$ cat config.mk
export PLATFORM = sky130hd
export DESIGN_NAME = nibble_add_sequencer_flat
export DESIGN_NICKNAME = d
export VERILOG_FILES = /design/src/rtl/nibble_add_sequencer_if.sv /design/src/rtl/nibble_add_sequencer.sv /design/src/flat_wrapper.sv
export SDC_FILE = /design/constraint.sdc
export NUM_CORES = 1
export LEC_CHECK = 0
export ABC_AREA = 0
export CAP_MARGIN = 15
export CORE_ASPECT_RATIO = 0.5
export CORE_MARGIN = 5
export CORE_UTILIZATION = 44
export CTS_CLUSTER_SIZE = 16
export DETAILED_ROUTE_END_ITERATION = 7
export PLACE_DENSITY = 0.84
export SYNTH_ARGS = -nofsm -noshare
export SYNTH_HDL_FRONTEND = slang
export SYNTH_SLANG_ARGS = --single-unit
$ cat constraint.sdc
create_clock -name clk -period 1.7 [get_ports clk]
set_input_delay 0.17 -clock clk [delete_from_list [all_inputs] [get_ports clk]]
set_output_delay 0.17 -clock clk [all_outputs]
set_load 0.01 [all_outputs]
$ cat src/rtl/nibble_add_sequencer_if.sv
// rtl/nibble_add_sequencer_if.sv - request/response and adder-slice signal bundle for nibble_add_sequencer
interface nibble_add_sequencer_if #(
    parameter int WIDTH = 16
);
    logic             start;
    logic             sub;
    logic [WIDTH-1:0] a;
    logic [WIDTH-1:0] b;
    logic             cin;
    logic             busy;
    logic             done;
    logic [WIDTH-1:0] sum;
    logic             cout;
    logic             ovf;
    logic [3:0]       pa_a;
    logic [3:0]       pa_b;
    logic             pa_cin;
    logic [3:0]       pa_sum;
    logic             pa_cout;

    // requester side: issues ops and collects results
    modport master (
        output start, sub, a, b, cin,
        input  busy, done, sum, cout, ovf
    );

    // sequencer side: serves the requester and drives the shared slice
    modport slave (
        input  start, sub, a, b, cin, pa_sum, pa_cout,
        output busy, done, sum, cout, ovf, pa_a, pa_b, pa_cin
    );

    // external 4-bit adder slice
    modport slice (
        input  pa_a, pa_b, pa_cin,
        output pa_sum, pa_cout
    );
endinterface

$ cat src/rtl/nibble_add_sequencer.sv
// rtl/nibble_add_sequencer.sv - WIDTH-bit add/sub sequenced one nibble per clock through a shared 4-bit adder slice
module nibble_add_sequencer #(
    parameter int WIDTH = 16
) (
    input  logic                 clk,
    input  logic                 rst_n,
    nibble_add_sequencer_if.slave bus
);
    localparam int NIB  = WIDTH / 4;
    localparam int IDXW = (NIB > 1) ? $clog2(NIB) : 1;
    localparam logic [IDXW-1:0] LAST = IDXW'(NIB - 1);

    typedef enum logic {IDLE, RUN} state_t;

    state_t           state;
    logic [IDXW-1:0]  idx;
    logic             carry;
    logic [WIDTH-1:0] a_r;
    logic [WIDTH-1:0] b_r;
    logic [WIDTH-1:0] sum_r;
    logic             busy_r;
    logic             done_r;
    logic             cout_r;
    logic             ovf_r;
    logic [IDXW+1:0]  bit_pos;

    assign bit_pos  = {idx, 2'b00};
    assign bus.busy = busy_r;
    assign bus.done = done_r;
    assign bus.sum  = sum_r;
    assign bus.cout = cout_r;
    assign bus.ovf  = ovf_r;

    // slice is combinational, so its result for nibble idx is sampled at the same edge
    always_comb begin
        bus.pa_a   = 4'd0;
        bus.pa_b   = 4'd0;
        bus.pa_cin = 1'b0;
        if (state == RUN) begin
            bus.pa_a   = a_r[bit_pos +: 4];
            bus.pa_b   = b_r[bit_pos +: 4];
            bus.pa_cin = carry;
        end
    end

    always_ff @(posedge clk) begin
        if (!rst_n) begin
            state  <= IDLE;
            idx    <= '0;
            carry  <= 1'b0;
            a_r    <= '0;
            b_r    <= '0;
            sum_r  <= '0;
            busy_r <= 1'b0;
            done_r <= 1'b0;
            cout_r <= 1'b0;
            ovf_r  <= 1'b0;
        end else begin
            done_r <= 1'b0;
            case (state)
                IDLE: begin
                    if (bus.start) begin
                        // subtract is a + ~b + 1; cin is only meaningful for add
                        a_r    <= bus.a;
                        b_r    <= bus.sub ? ~bus.b : bus.b;
                        carry  <= bus.sub ? 1'b1 : bus.cin;
                        idx    <= '0;
                        sum_r  <= '0;
                        busy_r <= 1'b1;
                        state  <= RUN;
                    end
                end
                RUN: begin
                    sum_r[bit_pos +: 4] <= bus.pa_sum;
                    carry               <= bus.pa_cout;
                    idx                 <= idx + 1'b1;
                    if (idx == LAST) begin
                        cout_r <= bus.pa_cout;
                        ovf_r  <= (a_r[WIDTH-1] == b_r[WIDTH-1]) &&
                                  (bus.pa_sum[3] != a_r[WIDTH-1]);
                        done_r <= 1'b1;
                        busy_r <= 1'b0;
                        idx    <= '0;
                        state  <= IDLE;
                    end
                end
                default: state <= IDLE;
            endcase
        end
    end
endmodule

$ cat src/flat_wrapper.sv
// flat-port wrapper written by rule: the top's interface ports become plain ports
module nibble_add_sequencer_flat 
#(
    parameter int WIDTH = 16
)
  (clk, rst_n, bus_start, bus_sub, bus_a, bus_b, bus_cin, bus_pa_sum, bus_pa_cout, bus_busy, bus_done, bus_sum, bus_cout, bus_ovf, bus_pa_a, bus_pa_b, bus_pa_cin);
  nibble_add_sequencer_if #(.WIDTH(WIDTH)) bus_i ();
  input  logic clk;
  input  logic rst_n;
  input wire logic [$bits(bus_i.start)-1:0] bus_start;
  input wire logic [$bits(bus_i.sub)-1:0] bus_sub;
  input wire logic [$bits(bus_i.a)-1:0] bus_a;
  input wire logic [$bits(bus_i.b)-1:0] bus_b;
  input wire logic [$bits(bus_i.cin)-1:0] bus_cin;
  input wire logic [$bits(bus_i.pa_sum)-1:0] bus_pa_sum;
  input wire logic [$bits(bus_i.pa_cout)-1:0] bus_pa_cout;
  output wire logic [$bits(bus_i.busy)-1:0] bus_busy;
  output wire logic [$bits(bus_i.done)-1:0] bus_done;
  output wire logic [$bits(bus_i.sum)-1:0] bus_sum;
  output wire logic [$bits(bus_i.cout)-1:0] bus_cout;
  output wire logic [$bits(bus_i.ovf)-1:0] bus_ovf;
  output wire logic [$bits(bus_i.pa_a)-1:0] bus_pa_a;
  output wire logic [$bits(bus_i.pa_b)-1:0] bus_pa_b;
  output wire logic [$bits(bus_i.pa_cin)-1:0] bus_pa_cin;
  assign bus_i.start = bus_start;
  assign bus_i.sub = bus_sub;
  assign bus_i.a = bus_a;
  assign bus_i.b = bus_b;
  assign bus_i.cin = bus_cin;
  assign bus_i.pa_sum = bus_pa_sum;
  assign bus_i.pa_cout = bus_pa_cout;
  assign bus_busy = bus_i.busy;
  assign bus_done = bus_i.done;
  assign bus_sum = bus_i.sum;
  assign bus_cout = bus_i.cout;
  assign bus_ovf = bus_i.ovf;
  assign bus_pa_a = bus_i.pa_a;
  assign bus_pa_b = bus_i.pa_b;
  assign bus_pa_cin = bus_i.pa_cin;
  nibble_add_sequencer #(.WIDTH(WIDTH)) u_core (.clk(clk), .rst_n(rst_n), .bus(bus_i));
endmodule
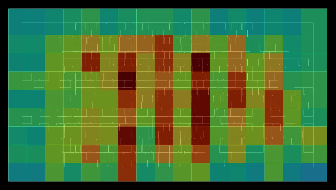
(run_1/final_congestion.png)
post-layout util: 0.633
GR Util met1: 0.182
GR Util met2: 0.296
GRT met3 Usage: 0.0327
grt peak-use layer: met2

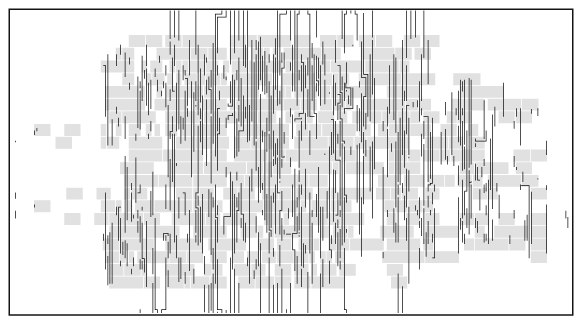
(run_1/met2.png)
Cells faint in the background.
The layer carries 3420 um of wire. 342 nets have wire on it. The longest straight run is 30.4 um.

==> impl_metrics.toml, run 1 <==
# flow metrics
[route]
route.detailed.drc = 0
antenna_left = 0
routed_wl_um = 6760

[min_path]
holdPathEnd = "u_core.a_r[14]"
hold_path_depth = 3
min_from = "bus_a[14]"

[yosys]
synth_stat.cells = 268
yosysSeqAreaShare = 0.419
yosysUniqueCellTypes = 31
synthMuxAreaShare = 0.0894
edf_count = 0
syn_area_um2 = 2670
synth_nets = 316
ys.flops = 56
netlist_instances = 268

[critical_path]
r2r_start = "u_core.idx[0]"
path_class = "flip-flop to primary output"
critical_path.startpoint = "u_core.idx[0]"
critPathLaunchType = "flip-flop"
reg2regPathDepth = 8
r2r_end = "u_core.bus.sum[8]"

[grt]
grt_pass1_wl_um = 10300
grt-ovfl-total = 0

[timing]
fin_ws_ns = -0.0396
setup_viol_count_final = 5
skew_ns = 0.00696
holdWs_ns = 0.434
max_slew_margin = 0.643

[cells_and_area]
layout.cells.non_filler = 429
lay_top_count = "clkdlybuf4s50_1"
final_cell_mix = "62 x clkdlybuf4s50_1, 54 x dfxtp_1, 52 x nand2_1"
layout-drive-gt1-share = 0.193

[outcome]
violations = "setup timing"
status = "finished with violations"

[floorplanning]
die_h_um = 65.1
die_area_um2 = 7830
fp-utilization = 0.447

[clock_tree]
postCtsHoldBufs = 0
cts.sinks = 56
numCtsBuffers = 5
htreeDepth = 2

[placed_design]
io_buffer_count = 70

[power_and_ir_drop]
p_per_area_nw_per_um2 = 791
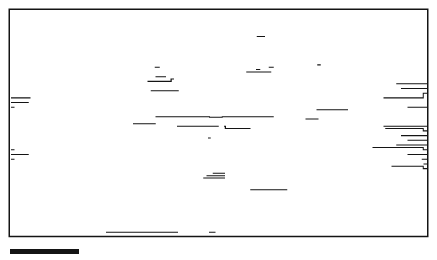
(run_1/met3.png)
Scale bar: 20 um.
34 nets have wire on it. The longest straight run is 20.5 um.

==> run 1: flip-flops by register name, summed over array words and instances, names as in the netlist <==
name	count
u_core.bus.sum	16
u_core.b_r	16
u_core.bus.busy	1
u_core.state	1
u_core.carry	1
u_core.idx	2
u_core.bus.done	1
u_core.bus.ovf	1
u_core.a_r	16
u_core.bus.cout	1
==> run 1: per-layer routing <==
layer / GRT usage / wire length [um] / share of wire
met2: 0.296 / 3420 / 0.51
met5: 0 / 0 / 0
met1: 0.182 / 2920 / 0.43
met4: 0.0791 / 135 / 0.020
met3: 0.0327 / 281 / 0.042
==> run 1: stage by stage <==
step | worst slack [ns] | setup TNS (ns) | area [um^2]
after global placement | -0.117 | -0.783 | 3520
final | -0.0396 | -0.141 | 3790
after CTS | -0.0324 | -0.0965 | 3670
after global routing | -0.0899 | -0.420 | 3790
after detailed placement | -0.133 | -1.08 | 3520
after floorplan | 0.0913 | 0 | 2670
==> run 1: power by group <==
part | internal (W) | switching [W]
combinational | 0.000318 | 0.000220
clock | 0.000552 | 0.000487
sequential | 0.00138 | 0.0000412
==> run 1: Yosys cell counts (all sizes together) (2+ instances only) <==
cell,count,area (um^2)
a22oi,5,37.5
mux2i,4,40.0
mux4,8,199
xnor2,16,140
and3b,3,28.8
inv,2,7.51
o211a,16,160
buf,14,98.8
a21oi,2,10.0
ha,6,75.1
nor3b,2,15.0
dfxtp,56,1120
nor2,7,26.3
and2,10,62.6
a21boi,18,135
clkbuf,8,31.3
nor2b,21,139
nand2,52,195
a32oi,12,105
==> run 1: final cells by class <==
class                           count  area [um^2]  share of cell area
Clock buffer                        5          125              0.0330
Clock inverter                      3         22.5             0.00595
Inverter                            2         7.51             0.00198
Multi-Input combinational cell    188         1440               0.381
Sequential cell                    56         1130               0.298
Tap cell                           77         96.3              0.0254
Timing Repair Buffer               98          965               0.255
==> run 1: worst max-delay path by stage <==
stage | end | slack (ns) | cells past startpoint
after floorplan | u_core.bus.sum[0] | 0.09 | 6
after global placement | bus_pa_b[1] | -0.12 | 4
after detailed placement | bus_pa_b[1] | -0.13 | 4
after CTS | bus_pa_b[2] | -0.03 | 4
after global routing | bus_pa_b[0] | -0.09 | 4
final | bus_pa_b[0] | -0.04 | 4
==> run 1: logic make-up after synthesis <==
logic type / after synthesis
and+or+nand+nor: 99
DFF: 56
AOI/OAI and AO/OA: 55
buffers and inverters: 24
xor gates and xnor gates: 16
muxes: 12
adders and majority gates: 6
==> run 1: what timing repair did <==
| item | CTS | global route |
|---|---|---|
| setup buffers | 2 | 6 |
| setup endpoints to repair | 16 | 22 |
| resized | 45 | 21 |
| hold endpoints to repair | 0 | 0 |
| pin swaps | 6 | 3 |
==> run 1: critical path, cell delays in order, from the launching register on <==
cell and delay (ns):
dfxtp_4 0.38, buf_8 0.12, mux4_2 0.50, and2_4 0.16
buf_6 0.11
==> inputs of run 2 (changes only) <==
--- a/config.mk
+++ b/config.mk
@@ -6,7 +6,7 @@
 export NUM_CORES = 1
 export LEC_CHECK = 0
 export ABC_AREA = 0
-export CAP_MARGIN = 15
+export CAP_MARGIN = 20
 export CORE_ASPECT_RATIO = 0.5
 export CORE_MARGIN = 5
 export CORE_UTILIZATION = 44
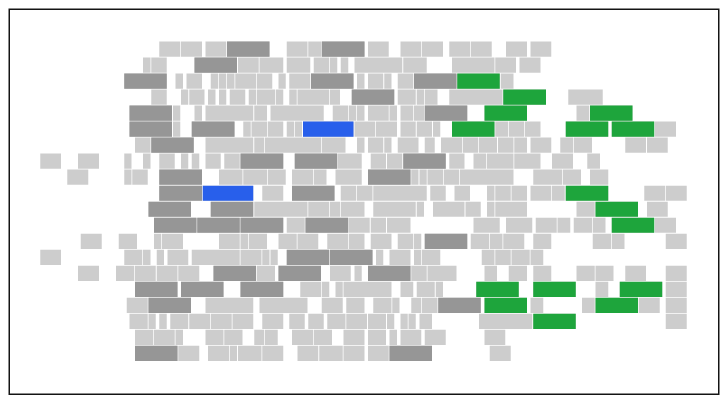
(run_2/registers.png)
Other sequential cells in the stronger gray, the rest of the logic in the fainter gray.
Key: u_core.idx = blue [sequential cells 2]; u_core.bus.sum = green [sequential cells 16]
Seq power: 0.00142 W
flop share of the area: 0.298

==> impl_metrics.toml, run 2 <==
# flow metrics
[outcome]
status = "finished with violations"
violations = "setup timing"

[critical_path]
critPathSlowestCell = "mux4_2"
r2r_end = "u_core.bus.sum[8]"
max_stage_delay_ns = 0.50
critPathLaunchType = "flip-flop"
reg2regPathDepth = 8
path_cells = "buf_8, mux4_2, and2_4, buf_6"
path_class = "flip-flop to primary output"
r2r_start = "u_core.idx[0]"
critical_path.startpoint = "u_core.idx[0]"
critical_path.endpoint = "bus_pa_b[0]"

[yosys]
top_cell_area_share = 0.419
yosysSeqAreaShare = 0.419
common_cells = "56 x dfxtp_1, 52 x nand2_1, 20 x nor2b_1"
synth_nets = 316
ys.flops = 56
yosysUniqueCellTypes = 31
netlist_instances = 268
largest_area_cell = "dfxtp_1"
syn_area_um2 = 2670
edf_count = 0
topCellsByArea = "dfxtp_1 42%, nand2_1 7.3%, o211a_1 6.0%"
synth_stat.cells = 268

[route]
routed_wl_um = 6760
route.detailed.drc = 0
wl_per_cell_um = 15.8
antenna_left = 0
avgViaCountPerCell = 5.18

[cells_and_area]
logic_area_um2 = 1440
fin_nets = 399
register_area_um2 = 1130
final_cell_mix = "62 x clkdlybuf4s50_1, 54 x dfxtp_1, 52 x nand2_1"
layout.cells.non_filler = 429
fin_area_um2 = 3790
antennaDiodeCount = 0
lay_top_count = "clkdlybuf4s50_1"
final_util = 0.633
layout-drive-gt1-share = 0.193

[grt]
grt_pass1_vias = 2265
grt-ovfl-total = 0
grt_pass1_wl_um = 10300
antenna_found_initial = 0

[clock_tree]
cts.sinks = 56
postCtsHoldBufs = 0
insertion_delay_ns = 0.30
numCtsBuffers = 5
cts_tree = "built"
htreeDepth = 2

[floorplanning]
fp-utilization = 0.447
die_h_um = 65.1
die_area_um2 = 7830
rows = 20

[placed_design]
place_area_um2 = 3520
io_buffer_count = 70

[timing]
skew_ns = 0.00696
setup_viol_count_final = 5
fin_ws_ns = -0.0396
max_slew_margin = 0.643
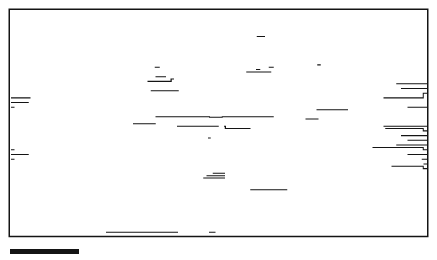
(run_2/met3.png)
Scale bar: 20 um.
The wires run mostly horizontal. The longest straight run is 20.5 um. 34 nets have wire on it. The layer carries 282 um of wire. The layer holds 4.2% of the routed length.

==> run 2: cell counts after synthesis <==
No cell type changed its count.
==> run 2: how the worst min path moves through the flow <==
stage                               from  cells past startpoint              to  slack (ns)
final                          bus_a[14]                      3  u_core.a_r[14]        0.43
after global placement     u_core.a_r[9]                      2   u_core.a_r[9]        0.45
after floorplan                 bus_a[0]                      2   u_core.a_r[0]        0.31
after global routing           bus_a[11]                      3  u_core.a_r[11]        0.44
after detailed placement  u_core.a_r[13]                      2  u_core.a_r[13]        0.46
after CTS                      bus_a[11]                      3  u_core.a_r[11]        0.43
==> run 2: cells by family after synthesis <==
| logic type | count (synthesis) | share of synthesized area |
|---|---|---|
| adders and majority gates | 6 | 0.0281 |
| buffers and inverters | 24 | 0.0515 |
| and+or+nand+nor | 99 | 0.186 |
| DFF | 56 | 0.419 |
| muxes | 12 | 0.0894 |
| AOI/OAI and AO/OA | 55 | 0.174 |
| xor gates and xnor gates | 16 | 0.0524 |
==> run 2: per-stage QoR <==
step	TNS, ns	total power [W]	hold WS (ns)	setup WS, ns
after floorplan	0	0.00171	0.315	0.0913
after global placement	-0.783	0.00191	0.448	-0.117
after detailed placement	-1.08	0.00193	0.461	-0.133
after CTS	-0.0965	0.00296	0.429	-0.0324
after global routing	-0.420	0.00311	0.444	-0.0899
final	-0.141	0.00299	0.434	-0.0396
==> run 2: final cells by class <==
| class | instances | share of cell area |
|---|---|---|
| Sequential cell | 56 | 0.298 |
| Timing Repair Buffer | 98 | 0.255 |
| Clock inverter | 3 | 0.00595 |
| Tap cell | 77 | 0.0254 |
| Inverter | 2 | 0.00198 |
| Multi-Input combinational cell | 188 | 0.381 |
| Clock buffer | 5 | 0.0330 |
==> run 2: repair_timing <==
| action | CTS | global route |
|---|---|---|
| pin swaps | 6 | 3 |
| gates resized | 45 | 21 |
| gates cloned | 0 | 0 |
| setup buffers | 2 | 6 |
| endpoints found under the setup margin | 16 | 22 |
==> run 2: layer usage <==
layer  vias up  part of all wire  GRT usage
met1      1060              0.43      0.182
met4         0             0.020     0.0791
met3        14             0.042     0.0327
met5         -                 0          0
li1       1097                 -          -
met2        53              0.51      0.296
==> run 2: worst max-delay path, delay by kind of cell, from the launching register on <==
kind,cells,cell delay (ns)
DFF,1,0.38
muxes,1,0.50
and+or+nand+nor,1,0.16
buffers and inverters,2,0.23
==> run 2: report_power, final <==
part / internal, W / switching [W] / leakage [nW]
Combinational: 0.000318 / 0.000220 / 1.04
Clock: 0.000552 / 0.000487 / 0.0742
Sequential: 0.00138 / 0.0000412 / 0.460
Total: 0.00225 / 0.000748 / 1.57
Power is estimated from default activity; no workload was simulated.
